`src/rtl/legv8_pkg.sv`:
```
// rtl/legv8_pkg.sv - shared ALU codes, opcode patterns, state and opclass enums for the LEGv8 multicycle controller
package legv8_pkg;

  localparam int OPCODE_W   = 11;
  localparam int ALU_CTRL_W = 4;

  localparam logic [ALU_CTRL_W-1:0] OPAND  = 4'b0000;
  localparam logic [ALU_CTRL_W-1:0] OPORR  = 4'b0001;
  localparam logic [ALU_CTRL_W-1:0] OPADD  = 4'b0010;
  localparam logic [ALU_CTRL_W-1:0] OPLDUR = 4'b0011;
  localparam logic [ALU_CTRL_W-1:0] OPSTUR = 4'b0100;
  localparam logic [ALU_CTRL_W-1:0] OPSUB  = 4'b0110;

  localparam logic [OPCODE_W-1:0] OPC_ADD  = 11'b10001011000;
  localparam logic [OPCODE_W-1:0] OPC_SUB  = 11'b11001011000;
  localparam logic [OPCODE_W-1:0] OPC_AND  = 11'b10001010000;
  localparam logic [OPCODE_W-1:0] OPC_ORR  = 11'b10101010000;
  localparam logic [OPCODE_W-1:0] OPC_LDUR = 11'b11111000010;
  localparam logic [OPCODE_W-1:0] OPC_STUR = 11'b11111000000;
  localparam logic [OPCODE_W-1:0] OPC_CBZ  = 11'b10110100000;
  localparam logic [OPCODE_W-1:0] MSK_CBZ  = 11'b11111111000;
  localparam logic [OPCODE_W-1:0] OPC_B    = 11'b00010100000;
  localparam logic [OPCODE_W-1:0] MSK_B    = 11'b11111100000;

  typedef enum logic [3:0] {
    S_IDLE     = 4'd0,
    S_FETCH    = 4'd1,
    S_DECODE   = 4'd2,
    S_EXEC_R   = 4'd3,
    S_WB_R     = 4'd4,
    S_MEM_ADDR = 4'd5,
    S_MEM_RD   = 4'd6,
    S_WB_LD    = 4'd7,
    S_MEM_WR   = 4'd8,
    S_CBZ      = 4'd9,
    S_BR       = 4'd10,
    S_TRAP     = 4'd11
  } state_e;

  typedef enum logic [2:0] {
    OC_NONE = 3'd0,
    OC_R    = 3'd1,
    OC_LD   = 3'd2,
    OC_ST   = 3'd3,
    OC_CBZ  = 3'd4,
    OC_B    = 3'd5
  } opclass_e;

endpackage

```
`src/rtl/legv8_opcode_decode.sv`:
```
// rtl/legv8_opcode_decode.sv - combinational opcode classifier: opclass, R-type ALU code and legality
module legv8_opcode_decode
  import legv8_pkg::*;
(
  input  logic [OPCODE_W-1:0]   opcode,
  output opclass_e              opclass,
  output logic [ALU_CTRL_W-1:0] r_alu_op,
  output logic                  legal
);

  always_comb begin
    opclass  = OC_NONE;
    r_alu_op = OPADD;
    legal    = 1'b1;
    case (opcode)
      OPC_ADD:  begin opclass = OC_R; r_alu_op = OPADD; end
      OPC_SUB:  begin opclass = OC_R; r_alu_op = OPSUB; end
      OPC_AND:  begin opclass = OC_R; r_alu_op = OPAND; end
      OPC_ORR:  begin opclass = OC_R; r_alu_op = OPORR; end
      OPC_LDUR: opclass = OC_LD;
      OPC_STUR: opclass = OC_ST;
      default: begin
        // CBZ and B carry register / offset bits inside the 11-bit field
        if ((opcode & MSK_CBZ) == OPC_CBZ) begin
          opclass = OC_CBZ;
        end else if ((opcode & MSK_B) == OPC_B) begin
          opclass = OC_B;
        end else begin
          legal = 1'b0;
        end
      end
    endcase
  end

endmodule

```
`src/rtl/legv8_multicycle_control.sv`:
```
// rtl/legv8_multicycle_control.sv - multicycle LEGv8 main controller: state register, latched opclass, output decode
module legv8_multicycle_control
  import legv8_pkg::*;
#(
  parameter int OPW   = 11,
  parameter int ALUCW = 4
) (
  input  logic             clk,
  input  logic             reset,
  input  logic [OPW-1:0]   Opcode,
  input  logic             Zero,
  input  logic             MemReady,
  output logic [ALUCW-1:0] ALUControlInput,
  output logic             ALUSrcA,
  output logic [1:0]       ALUSrcB,
  output logic [1:0]       PCSource,
  output logic             PCWrite,
  output logic             PCWriteCond,
  output logic             IRWrite,
  output logic             MemRead,
  output logic             MemWrite,
  output logic             IorD,
  output logic             RegWrite,
  output logic             MemToReg,
  output logic             Reg2Loc,
  output logic             Illegal,
  output logic [3:0]       State
);

  state_e                  state_q, state_d;
  opclass_e                opclass_q, opclass_d;
  logic [ALUCW-1:0]        rop_q, rop_d;
  opclass_e                dec_class;
  logic [ALU_CTRL_W-1:0]   dec_rop;
  logic                    dec_legal;

  // Zero qualifies the PC load in the datapath through PCWriteCond; no state depends on it
  logic unused_zero;
  assign unused_zero = Zero;

  legv8_opcode_decode u_decode (
    .opcode   (Opcode),
    .opclass  (dec_class),
    .r_alu_op (dec_rop),
    .legal    (dec_legal)
  );

  always_ff @(posedge clk) begin
    if (reset) begin
      state_q   <= S_IDLE;
      opclass_q <= OC_NONE;
      rop_q     <= OPADD;
    end else begin
      state_q   <= state_d;
      opclass_q <= opclass_d;
      rop_q     <= rop_d;
    end
  end

  always_comb begin
    state_d         = state_q;
    opclass_d       = opclass_q;
    rop_d           = rop_q;
    ALUControlInput = OPADD;
    ALUSrcA         = 1'b0;
    ALUSrcB         = 2'b00;
    PCSource        = 2'b00;
    PCWrite         = 1'b0;
    PCWriteCond     = 1'b0;
    IRWrite         = 1'b0;
    MemRead         = 1'b0;
    MemWrite        = 1'b0;
    IorD            = 1'b0;
    RegWrite        = 1'b0;
    MemToReg        = 1'b0;
    Reg2Loc         = 1'b0;
    case (state_q)
      S_IDLE: state_d = S_FETCH;
      S_FETCH: begin
        MemRead = 1'b1;
        ALUSrcB = 2'b01;
        IRWrite = MemReady;
        PCWrite = MemReady;
        if (MemReady) state_d = S_DECODE;
      end
      S_DECODE: begin
        ALUSrcB   = 2'b11;
        opclass_d = dec_class;
        rop_d     = dec_rop;
        if (!dec_legal) begin
          state_d = S_TRAP;
        end else begin
          case (dec_class)
            OC_R:         state_d = S_EXEC_R;
            OC_LD, OC_ST: state_d = S_MEM_ADDR;
            OC_CBZ:       state_d = S_CBZ;
            OC_B:         state_d = S_BR;
            default:      state_d = S_TRAP;
          endcase
        end
      end
      S_EXEC_R: begin
        ALUSrcA         = 1'b1;
        ALUControlInput = rop_q;
        state_d         = S_WB_R;
      end
      S_WB_R: begin
        RegWrite = 1'b1;
        state_d  = S_FETCH;
      end
      S_MEM_ADDR: begin
        ALUSrcA         = 1'b1;
        ALUSrcB         = 2'b10;
        ALUControlInput = (opclass_q == OC_LD) ? OPLDUR : OPSTUR;
        state_d         = (opclass_q == OC_LD) ? S_MEM_RD : S_MEM_WR;
      end
      S_MEM_RD: begin
        MemRead = 1'b1;
        IorD    = 1'b1;
        if (MemReady) state_d = S_WB_LD;
      end
      S_WB_LD: begin
        RegWrite = 1'b1;
        MemToReg = 1'b1;
        state_d  = S_FETCH;
      end
      S_MEM_WR: begin
        MemWrite = 1'b1;
        IorD     = 1'b1;
        Reg2Loc  = 1'b1;
        if (MemReady) state_d = S_FETCH;
      end
      S_CBZ: begin
        Reg2Loc     = 1'b1;
        ALUSrcA     = 1'b1;
        PCWriteCond = 1'b1;
        PCSource    = 2'b01;
        state_d     = S_FETCH;
      end
      S_BR: begin
        PCWrite  = 1'b1;
        PCSource = 2'b10;
        state_d  = S_FETCH;
      end
      S_TRAP:  state_d = S_TRAP;
      default: state_d = S_IDLE;
    endcase
  end

  assign Illegal = (state_q == S_TRAP);
  assign State   = state_q;

endmodule

```
`config.mk`:
```
export PLATFORM = sky130hd
export DESIGN_NAME = legv8_multicycle_control
export DESIGN_NICKNAME = d
export VERILOG_FILES = /design/src/rtl/legv8_pkg.sv /design/src/rtl/legv8_opcode_decode.sv /design/src/rtl/legv8_multicycle_control.sv
export SDC_FILE = /design/constraint.sdc
export NUM_CORES = 1
export LEC_CHECK = 0
export CAP_MARGIN = 0
export CORE_ASPECT_RATIO = 1.4
export CORE_MARGIN = 2
export CORE_UTILIZATION = 40
export CTS_BUF_LIST = sky130_fd_sc_hd__clkbuf_8
export DETAILED_ROUTE_END_ITERATION = 8
export PLACE_DENSITY = 0.74
export SYNTH_ARGS = -nofsm -noshare
export SYNTH_HDL_FRONTEND = slang
export SYNTH_SLANG_ARGS = --single-unit
```
`constraint.sdc`:
```
create_clock -name clk -period 2.07 [get_ports clk]
set_clock_uncertainty 0.1 [all_clocks]
set_input_delay 0.207 -clock clk [delete_from_list [all_inputs] [get_ports clk]]
set_output_delay 0.207 -clock clk [all_outputs]
set_load 0.02 [all_outputs]
```
==> images/flops_by_reg.png <==
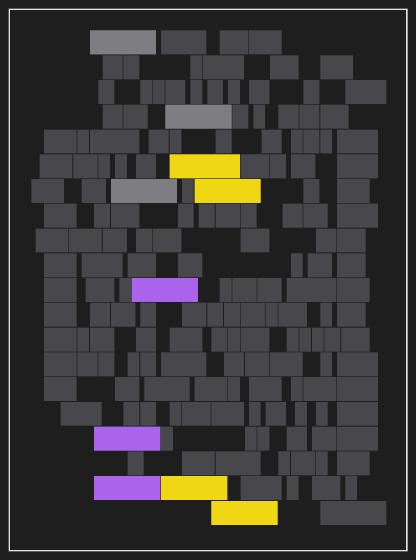
name in the netlist	color	flops
`opclass_q`	purple	3
`State`	yellow	4
not colored	3
sequential share of cell area: 14.54%
total sequential power: 0.000306 W
final standard cell utilization of the core: 65.12%

==> images/congestion.png <==
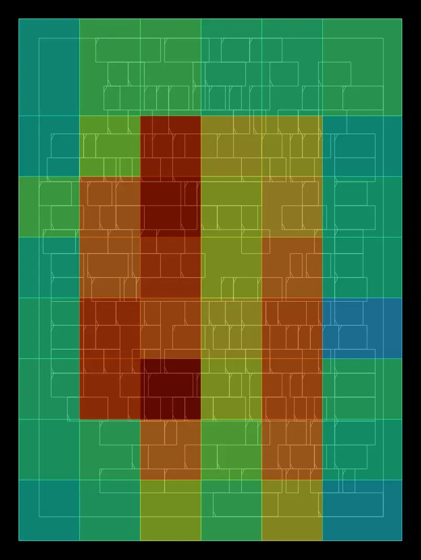
met2 demand-to-capacity share in global routing: 40.09%
busiest metal layer after global routing: met2

==> images/io_fan.png <==
Bar = 10 µm.
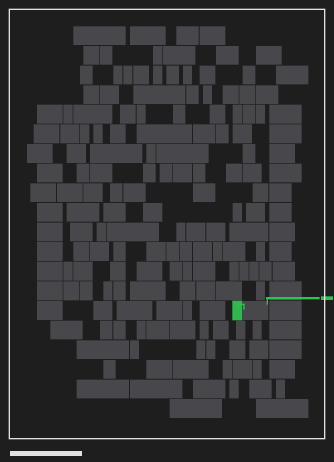
port	color	bits	direction	edge	end cells	buffers	wire
`MemToReg`	green	1	output	east	1	1	9.60 µm
quantity of I/O buffers inserted on ports: 35
I/O pin cnt: 38

==> metrics.yaml <==
yosys:
  synth.lib_cells_used.distinct: 43
  post_synthesis_register_bit_count: 10
  count_of_flip_flops_with_a_built_in_enable_after_synthesis: 0
  synth.logic.top_family: "simple AND/OR/NAND/NOR gates"
  synth-main-ff-cell: "sky130_fd_sc_hd__dfxtp_1"
  synthArstFlopShare_pct: 0
  post-synth-top-area-fraction_pct: 22.89
  synthesis.instances: 126
  syn_nets: 141
final_timing:
  final.setup.worst_slack_ps: 97.34
  fin_setup_tns_ps: 0
  setup_viol_count_final: 0
  min_period_over_period_pct: 95.30
final_layout:
  non_clock_inverter_count: 2
  layout_top_cell_excl_fill_tap: "sky130_fd_sc_hd__nor2_1"
  share_of_cell_area_taken_by_multi_input_logic_gates_pct: 44.44
  stdcell_area_um2: 1385
  multiInputGateArea_um2: 615.6
  filler_cell_count: 206
  area_share_nonclk_buffers_pct: 35.50
  n_multi_input_combinational_cell: 103
drt:
  dr.first_iter.drc_count: 43
placed_design:
  dp_cells: 187
  place.gp.congestion: 0.8425
clock_tree:
  cts_setup_buffers: 0
  cts-root-to-sink-buffers: 2
  cts_resized: 8
  cts_inserted_buffers: 3
power_and_ir_drop:
  cellLeakagePower_nw: 0.7393
min_path:
  timing.hold.worst.class: "flip-flop to flip-flop"
setup_path:
  worstPathRequired_ps: 1760
  r2r_start: "State[1]"
  data_arrival_time_of_the_critical_path_ps: 1670
floorplanning:
  core_box_area_um2: 2127
global_route:
  globalRouteMet3Util_pct: 1.220
outcome:
  outcome: "finished clean"
==> images/layer_met1.png <==
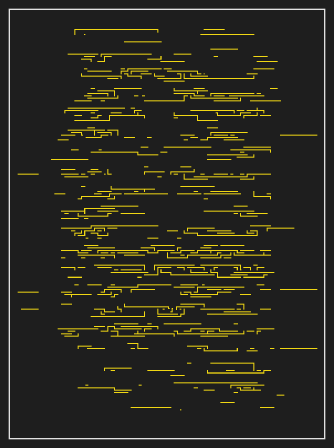
share of all routed wire	38%
nets with wire on the layer	156
main direction	horizontal
wire length on this layer	980 µm
final wirelength: 2571 µm
vias after detailed routing: 1066
fraction of met1 tracks used by global routing: 21.19%

==> images/clk_routes.png <==
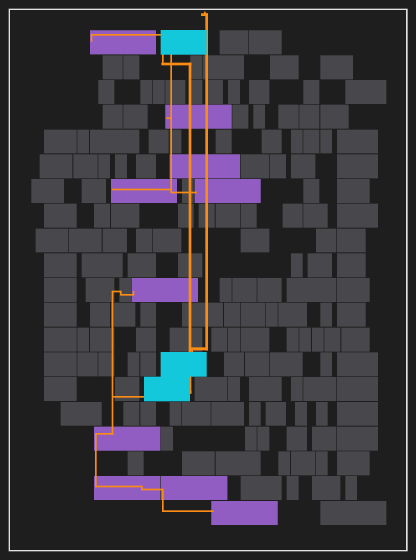
[clock drivers] cyan | count: 3
[flip-flops] purple | count: 10
[clock wires] orange | length: 182 µm
routed clock nets	4
clock network fraction of design power: 11.7%
clk latency late pin: 240 ps

synth_stat cells, types with 3 or more instances:
cell type	number
sky130_fd_sc_hd__nor3_1	8
sky130_fd_sc_hd__nand4_1	3
sky130_fd_sc_hd__nand2b_1	5
sky130_fd_sc_hd__nand2_1	13
sky130_fd_sc_hd__o21ai_0	3
sky130_fd_sc_hd__nor2_1	22
sky130_fd_sc_hd__a21oi_1	13
sky130_fd_sc_hd__clkbuf_1	5
sky130_fd_sc_hd__or2_2	4
sky130_fd_sc_hd__dfxtp_1	10
state kept, by name, indices dropped and copies added, names as in the netlist:
signal and flops:
State 4, opclass_q 3, rop_q 3
Power and IR drop assume default switching activity.
